--- config.mk ---
export PLATFORM = sky130hd
export DESIGN_NAME = cluster_rate_monitor
export DESIGN_NICKNAME = d
export VERILOG_FILES = /design/src/rtl/cluster_mon_pkg.sv /design/src/rtl/cluster_rate_monitor_sat_accumulator.sv /design/src/rtl/cluster_rate_monitor.sv
export SDC_FILE = /design/constraint.sdc
export NUM_CORES = 1
export LEC_CHECK = 0
export ABC_AREA = 1
export CORE_MARGIN = 1
export CORE_UTILIZATION = 55
export DETAILED_ROUTE_END_ITERATION = 6
export DONT_BUFFER_PORTS = 1
export PLACE_DENSITY = 0.73
export SYNTH_ARGS = -nofsm -noshare
export SYNTH_HDL_FRONTEND = slang
export SYNTH_SLANG_ARGS = --single-unit
--- constraint.sdc ---
create_clock -name clock4x -period 2.2 [get_ports clock4x]
set_clock_uncertainty 0.2 [all_clocks]
set_input_delay 0.44 -clock clock4x [delete_from_list [all_inputs] [get_ports clock4x]]
set_output_delay 0.44 -clock clock4x [all_outputs]
set_load 0.01 [all_outputs]
--- src/rtl/cluster_mon_pkg.sv ---
// Shared widths, FSM encoding and saturation limits for the cluster rate monitor.
package cluster_mon_pkg;

  localparam int CNT_W = 11;
  localparam int WIN_W = 16;
  localparam int ACC_W = 24;
  localparam int OVF_W = 16;

  localparam logic [ACC_W-1:0] ACC_MAX = {ACC_W{1'b1}};
  localparam logic [OVF_W-1:0] OVF_MAX = {OVF_W{1'b1}};

  typedef enum logic {
    IDLE = 1'b0,
    RUN  = 1'b1
  } mon_state_e;

endpackage

--- src/rtl/cluster_rate_monitor_sat_accumulator.sv ---
// Saturating accumulator: adds a zero-extended value when enabled, sticks at
// all-ones on carry out, and exposes the next value so a caller can publish
// the total including the sample being added this cycle.
module sat_accumulator #(
  parameter int W     = 24,
  parameter int ADD_W = 11
) (
  input  logic             clk_i,
  input  logic             rst_ni,
  input  logic [ADD_W-1:0] add_i,
  input  logic             add_en_i,
  input  logic             clear_i,
  output logic [W-1:0]     sum_o,
  output logic [W-1:0]     sum_next_o
);

  logic [W-1:0] sum_q;
  logic [W:0]   wide_sum;

  // Next value: the W+1 bit carry decides saturation.
  always_comb begin
    wide_sum   = {1'b0, sum_q} + (W+1)'(add_i);
    sum_next_o = sum_q;
    if (add_en_i) begin
      sum_next_o = wide_sum[W] ? {W{1'b1}} : wide_sum[W-1:0];
    end
  end

  // Accumulator register; clear has priority over any add.
  always_ff @(posedge clk_i or negedge rst_ni) begin
    if (!rst_ni) begin
      sum_q <= '0;
    end else if (clear_i) begin
      sum_q <= '0;
    end else begin
      sum_q <= sum_next_o;
    end
  end

  assign sum_o = sum_q;

endmodule

--- src/rtl/cluster_rate_monitor.sv ---
// Windowed rate monitor for the per-cycle cluster count: flags samples above a
// threshold and publishes sum / peak / overflow tally once per window.
// running_o is the direct view of the two-state FSM (1 = RUN).
module cluster_rate_monitor
  import cluster_mon_pkg::*;
(
  input  logic             clock4x,
  input  logic             reset_n,
  input  logic [CNT_W-1:0] cnt_i,
  input  logic             cnt_valid_i,
  input  logic [CNT_W-1:0] thresh_i,
  input  logic [WIN_W-1:0] window_len_i,
  input  logic             enable_i,
  input  logic             clear_i,
  output logic             ovf_o,
  output logic [ACC_W-1:0] sum_o,
  output logic [CNT_W-1:0] max_o,
  output logic [OVF_W-1:0] ovf_cnt_o,
  output logic             stats_valid_o,
  output logic             running_o
);

  mon_state_e state_q, state_d;

  logic [WIN_W-1:0] len_q;
  logic [WIN_W-1:0] sample_cnt_q;
  logic [CNT_W-1:0] max_q;
  logic             ovf_q;
  logic [ACC_W-1:0] pub_sum_q;
  logic [CNT_W-1:0] pub_max_q;
  logic [OVF_W-1:0] pub_ovf_q;
  logic             stats_valid_q;

  logic             start;
  logic             in_run;
  logic             sample;
  logic             close;
  logic             acc_clear;
  logic             over;
  logic             relatch;
  logic [CNT_W-1:0] max_next;
  logic [ACC_W-1:0] sum_cur, sum_next;
  logic [OVF_W-1:0] tally_cur, tally_next;

  // Qualifiers: a sample only counts in RUN with enable high and no clear;
  // clear on the closing sample therefore suppresses the publish.
  always_comb begin
    in_run    = (state_q == RUN);
    start     = (state_q == IDLE) && enable_i && (window_len_i != '0);
    over      = (cnt_i > thresh_i);
    sample    = in_run && enable_i && cnt_valid_i && !clear_i;
    close     = sample && (sample_cnt_q == len_q - 1'b1);
    acc_clear = !in_run || !enable_i || clear_i || close;
    relatch   = start || close || (in_run && clear_i);
    max_next  = (sample && (cnt_i > max_q)) ? cnt_i : max_q;
  end

  // FSM next state: leave RUN on enable drop, or at window end with zero length.
  always_comb begin
    state_d = state_q;
    case (state_q)
      IDLE: if (start) state_d = RUN;
      RUN: begin
        if (!enable_i) begin
          state_d = IDLE;
        end else if (close && (window_len_i == '0)) begin
          state_d = IDLE;
        end
      end
      default: state_d = IDLE;
    endcase
  end

  // FSM state register.
  always_ff @(posedge clock4x or negedge reset_n) begin
    if (!reset_n) begin
      state_q <= IDLE;
    end else begin
      state_q <= state_d;
    end
  end

  // Window bookkeeping: length latch, sample counter and running peak.
  always_ff @(posedge clock4x or negedge reset_n) begin
    if (!reset_n) begin
      len_q        <= '0;
      sample_cnt_q <= '0;
      max_q        <= '0;
    end else begin
      if (relatch) len_q <= window_len_i;
      if (acc_clear) begin
        sample_cnt_q <= '0;
        max_q        <= '0;
      end else if (sample) begin
        sample_cnt_q <= sample_cnt_q + 1'b1;
        max_q        <= max_next;
      end
    end
  end

  // Per-sample overflow flag, tracked in every state; holds on invalid cycles.
  always_ff @(posedge clock4x or negedge reset_n) begin
    if (!reset_n) begin
      ovf_q <= 1'b0;
    end else if (cnt_valid_i) begin
      ovf_q <= over;
    end
  end

  // Snapshot: the closing sample is folded in via the next-value paths.
  always_ff @(posedge clock4x or negedge reset_n) begin
    if (!reset_n) begin
      pub_sum_q     <= '0;
      pub_max_q     <= '0;
      pub_ovf_q     <= '0;
      stats_valid_q <= 1'b0;
    end else begin
      stats_valid_q <= close;
      if (close) begin
        pub_sum_q <= sum_next;
        pub_max_q <= max_next;
        pub_ovf_q <= tally_next;
      end
    end
  end

  sat_accumulator #(.W(ACC_W), .ADD_W(CNT_W)) u_sum_acc (
    .clk_i      (clock4x),
    .rst_ni     (reset_n),
    .add_i      (cnt_i),
    .add_en_i   (sample),
    .clear_i    (acc_clear),
    .sum_o      (sum_cur),
    .sum_next_o (sum_next)
  );

  sat_accumulator #(.W(OVF_W), .ADD_W(1)) u_ovf_acc (
    .clk_i      (clock4x),
    .rst_ni     (reset_n),
    .add_i      (over),
    .add_en_i   (sample),
    .clear_i    (acc_clear),
    .sum_o      (tally_cur),
    .sum_next_o (tally_next)
  );

  // Live accumulator values are internal only; the snapshot is what leaves.
  logic unused_live;
  assign unused_live = ^{sum_cur, tally_cur};

  assign ovf_o         = ovf_q;
  assign sum_o         = pub_sum_q;
  assign max_o         = pub_max_q;
  assign ovf_cnt_o     = pub_ovf_q;
  assign stats_valid_o = stats_valid_q;
  assign running_o     = in_run;

endmodule

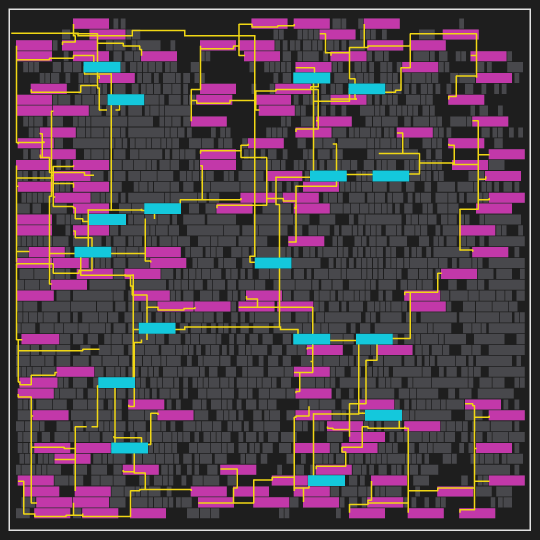
Fig. 1. Routed clock nets over the placement.
Scale: 4 px per um.
flip-flops -> magenta  # count 137
clock-net drivers -> cyan  # count 17
clock wires -> yellow  # length 1990 um
flops lie = widely spread
routed clock nets = 18
fraction of power consumed by the clock network: 0.417
clock insertion delay at the later pin of the skew report: 0.43 ns

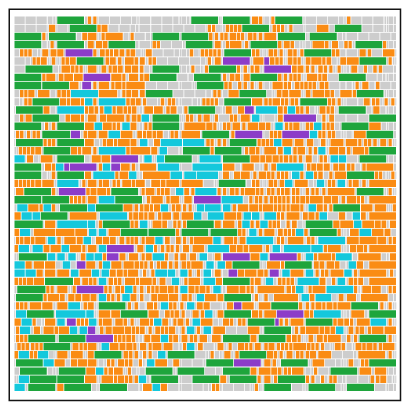
Fig. 2. Cells coloured by class.
Scale: 3 px per um. Fill, decap, tap and diode cells in grey.
remaining logic cells -> orange  # cells 1156, share of their area 54%
remaining buffers and delay cells -> cyan  # cells 171, share of their area 14%
clock drivers and dummy loads -> purple  # cells 32, share of their area 4.5%
sequential cells -> green  # cells 137, share of their area 27%
number of cell rows: 46
Core Util, Final: 0.805
register share of the cell area: 0.268
final non-filler cell area: 12800 um2

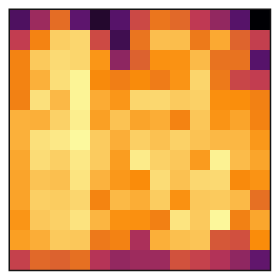
Fig. 3. Placement density heat map.
Scale: 2 px per um. 13 x 13 tiles, from black (low) to pale yellow (high), 0 to 100% covered.
fullest tile = 99%
mean over tiles = 75%
nearly empty tiles = 0.60%
tiles over 75% full = 62%
area of the placeable core: 15900 um2
floorplan-stage core utilization: 0.564

==> notes.org <==
* Implementation run

** Final layout
- Register area :: 3430 um2
- The multi-input combinational cells in the finished layout cover a total of about 5800 um2.
- The flow measured a signed area growth from synthesis to layout of 42.7%.
- Inserted Diodes :: 0
- The finished layout holds ~1700 standard cells, fillers aside.

** Clock tree
- Looking at the clock tree report, the H-tree level count equals 4.
- The registers of the reported paths see a clock transition of roughly 0.070 ns.
- TritonCTS built the clock tree.
- Sink count of the clock tree :: between 100 and 150
- Clock tree synthesis inserted a total of 17 buffers.
- Number of buffers inserted for hold repair after clock tree synthesis :: 17
- In this run the deepest clock path goes through 2 buffers.

** STA
- On the final layout, the worst hold slack is -0.508 ns.
- Max-slew check failures listed in the final report amount to 0.
- Final worst path period need :: approximately 2.6 ns
- Final setup viols :: 135
- Based on the critical path, the design can be clocked at up to a little under 400 MHz.
- In the post-route analysis, the smallest setup slack over all paths is -0.378 ns.
- RSZ-0062 raised after global routing :: true
- Slew at the pin closest to its max-slew limit :: 0.744 ns
- Across all checked pins, the minimum headroom to the slew limit is 0.504.
- Hold violation total from the final report :: between 100 and 150

** Routing
- Detailed-route via count :: between 9000 and 10000
- DRC Markers :: 0
- Vias per cell :: approximately 5.5

** GRT
- met2 is the most crowded layer.
- M1 GR Usage :: 0.376
- The initial antenna violation count came to 0.
- In the global route stage, met2 resource usage came out at 0.540.
- The via count of the first global-routing pass came to 8567.

** Synthesis
- Per the synthesis report, the number of distinct cell types is 38.
- Of the synthesized area, sequential elements account for 0.381.
- Synthesized net count :: around 1400
- Number of cells in Yosys stat :: ~1300
- Top cell type by total area after synthesis :: dfrtp_1
- Counting flops with a built-in enable in the synthesized netlist gives 0.
- Synthesis-stage register bit count :: between 100 and 150
- Main area contributors :: dfrtp_1 (38%), nand2_1 (15%), inv_1 (9.6%)
- For reference, the top cells by count after synthesis are nand2_1 (362), inv_1 (230), nor2_1 (200).
- Netlist area before placement :: between 8000 and 9000 um2
- Area share of the largest cell type after synthesis :: 0.381
- Yosys top cell by instances :: nand2_1
- Post-synthesis, Yosys gives the total cell area as ~9000 um2.
- After synthesis, the mean cell area works out to a little under 7 um2.

** Critical path
- The report puts the cell count of the worst reg-to-reg path at 16.
- In the setup report, the worst path falls into the class input pin to flip-flop.
- STA classifies the critical path endpoint as a flip-flop.
- STA classifies the critical path startpoint as an input pin.
- Highest net fanout along the worst path :: 4
- Critical path arrival :: 2.70 ns

** Power and ir drop
- In this run the static leakage power is approximately 0.0065 uW.
- Sw frac :: 0.299
- The script extracted a net switching power of 2020 uW.
- The power report attributes to the combinational group a share of 0.191.
- Power density of the placed cells :: approximately 530 nW/um2
- The internal portion of the total power is 4750 uW.
- Post-layout total power :: 6780 uW

** Placed design
- The post-placement cell area is ~10000 um2.
- Minimum setup slack after placement :: -0.735 ns
- At the end of routability-driven placement, the weighted congestion stood at 0.973.
- Per the placement report, the placed cell count is between 1500 and 2000.
- Buffers placed on the I/O ports in this run total 0.

** Floorplan
- Height of the die :: 130 um
- I/O pin count :: 97

** Run status
- Failing checks :: negative hold slack, negative setup slack
- The run finished, with violations left.

** Min path
- The type recorded for the worst min-delay path is input pin to asynchronous set/reset pin.

** Run
- In this run the tools logged warnings totalling 34.
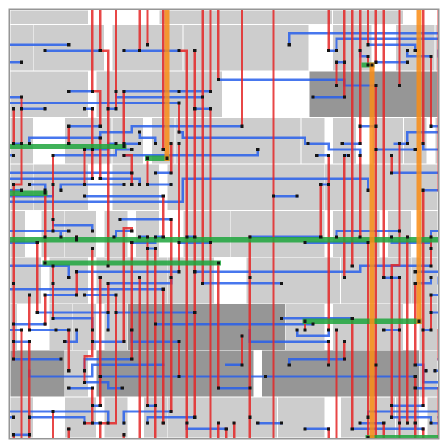
Fig. 4. Zoomed window.
Region (52, 52) to (77, 77) um. Cells in grey, sequential cells in the stronger grey; small squares are vias.
M3 -> green
M1 -> blue
M2 -> red
M4 -> orange
cells with their middle in the window = 56
sequential cells in the window = 4
most frequent = nand2_1 (7)
netlist names of flops here include = `u_sum_acc.sum_o` (3), `ovf_o` (1)

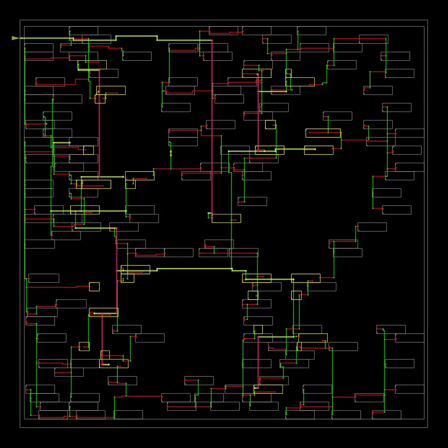
Fig. 5. Clock nets.
Clk. pwr: 2820 uW
count of clock buffers in the final design: 18

power by group through the flow:
stage | Clock [uW] | Sequential (uW) | Combinational [uW]
finish | 2820 | 2660 | 1290
global route | 2960 | 2660 | 1390
CTS | 2830 | 2630 | 1030
detailed placement | 0 | 2670 | 897
global placement | 0 | 2670 | 877
floorplan | 0 | 2660 | 553
cell type report:
type	count	area share
Sequential cell	137	0.268
Clock inverter	14	0.0106
Tap cell	216	0.0211
Multi-Input combinational cell	922	0.455
Inverter	233	0.0710
Clock buffer	18	0.0334
Timing Repair inverter	1	0.000682
Timing Repair Buffer	171	0.141
cells by family (layout without fill, tap and decap cells):
kind of cell | count (synthesis) | count (layout) | synth area share
AOI/OAI and AO/OA | 64 | 64 | 0.0374
xor gates and xnor gates | 36 | 36 | 0.0351
adders and majority gates | 38 | 38 | 0.0537
buffers and inverters | 267 | 437 | 0.116
DFF | 137 | 137 | 0.381
and+or+nand+nor | 781 | 784 | 0.376
metal layers:
layer / wire, um / share of wire
met4: 1520 / 0.050
met3: 2240 / 0.075
met1: 11400 / 0.38
met2: 14900 / 0.50
met5: 0 / 0
cells in the final DEF, fill, tap and decap left out, types with 17 or more instances in the layout:
cell             n
nand2_2         48
nand4_1         46
ha_1            21
inv_2           23
dlygate4sd3_1   17
nand2_1        297
buf_4          112
nand3_1         70
nand3_2         35
inv_1          202
o21ai_2         25
dfrtp_1        132
nor2_2          59
clkbuf_16       28
nand2_4         18
xor2_1          23
nor2_1         105
nor2_4          45
worst paths after layout:
check	start	endpoint	slack, ns
setup / recovery	thresh_i[3]	u_ovf_acc.sum_o[8]$_DFF_PN0_	-0.38
setup reg to reg	len_q[6]$_DFFE_PN0P_	max_o[4]$_DFFE_PN0P_	-0.33
min in group clock4x	window_len_i[2]	running_o$_DFF_PN0_	0.07
hold / removal	reset_n	max_o[0]$_DFFE_PN0P_	-0.51
hold reg to reg	ovf_cnt_o[11]$_DFFE_PN0P_	ovf_cnt_o[11]$_DFFE_PN0P_	0.35
max in group asynchronous	reset_n	max_o[10]$_DFFE_PN0P_	2.10
critical path, cell delays in order:
cell	delay (ns)
inv_1	0.16
ha_4	0.25
nand2_2	0.06
nor2_2	0.04
and3_4	0.13
a211o_1	0.27
nand2_2	0.12
inv_2	0.06
ha_4	0.16
nand2_4	0.10
inv_4	0.05
nand2_4	0.06
nor2_4	0.05
buf_6	0.13
xor2_2	0.15
o21ai_2	0.20
o21ai_2	0.10
inv_1	0.09
nor2_1	0.05
sequential cells by signal, indices dropped and copies added (netlist names):
signal,cells
ovf_cnt_o,16
ovf_o,1
u_sum_acc.sum_o,24
u_ovf_acc.sum_o,16
len_q,16
sample_cnt_q,16
stats_valid_o,1
max_q,11
max_o,11
sum_o,24
running_o,1
repair_timing:
item | in CTS | in global routing
gates resized | 108 | 259
endpoints found under the setup margin | 135 | 135
gates cloned | 4 | 18
buffers inserted | 11 | 13
endpoints found under the hold margin | 154 | 137
pin swaps | 48 | 64
Power figures rest on the tool's default switching activity, not on a simulated workload.
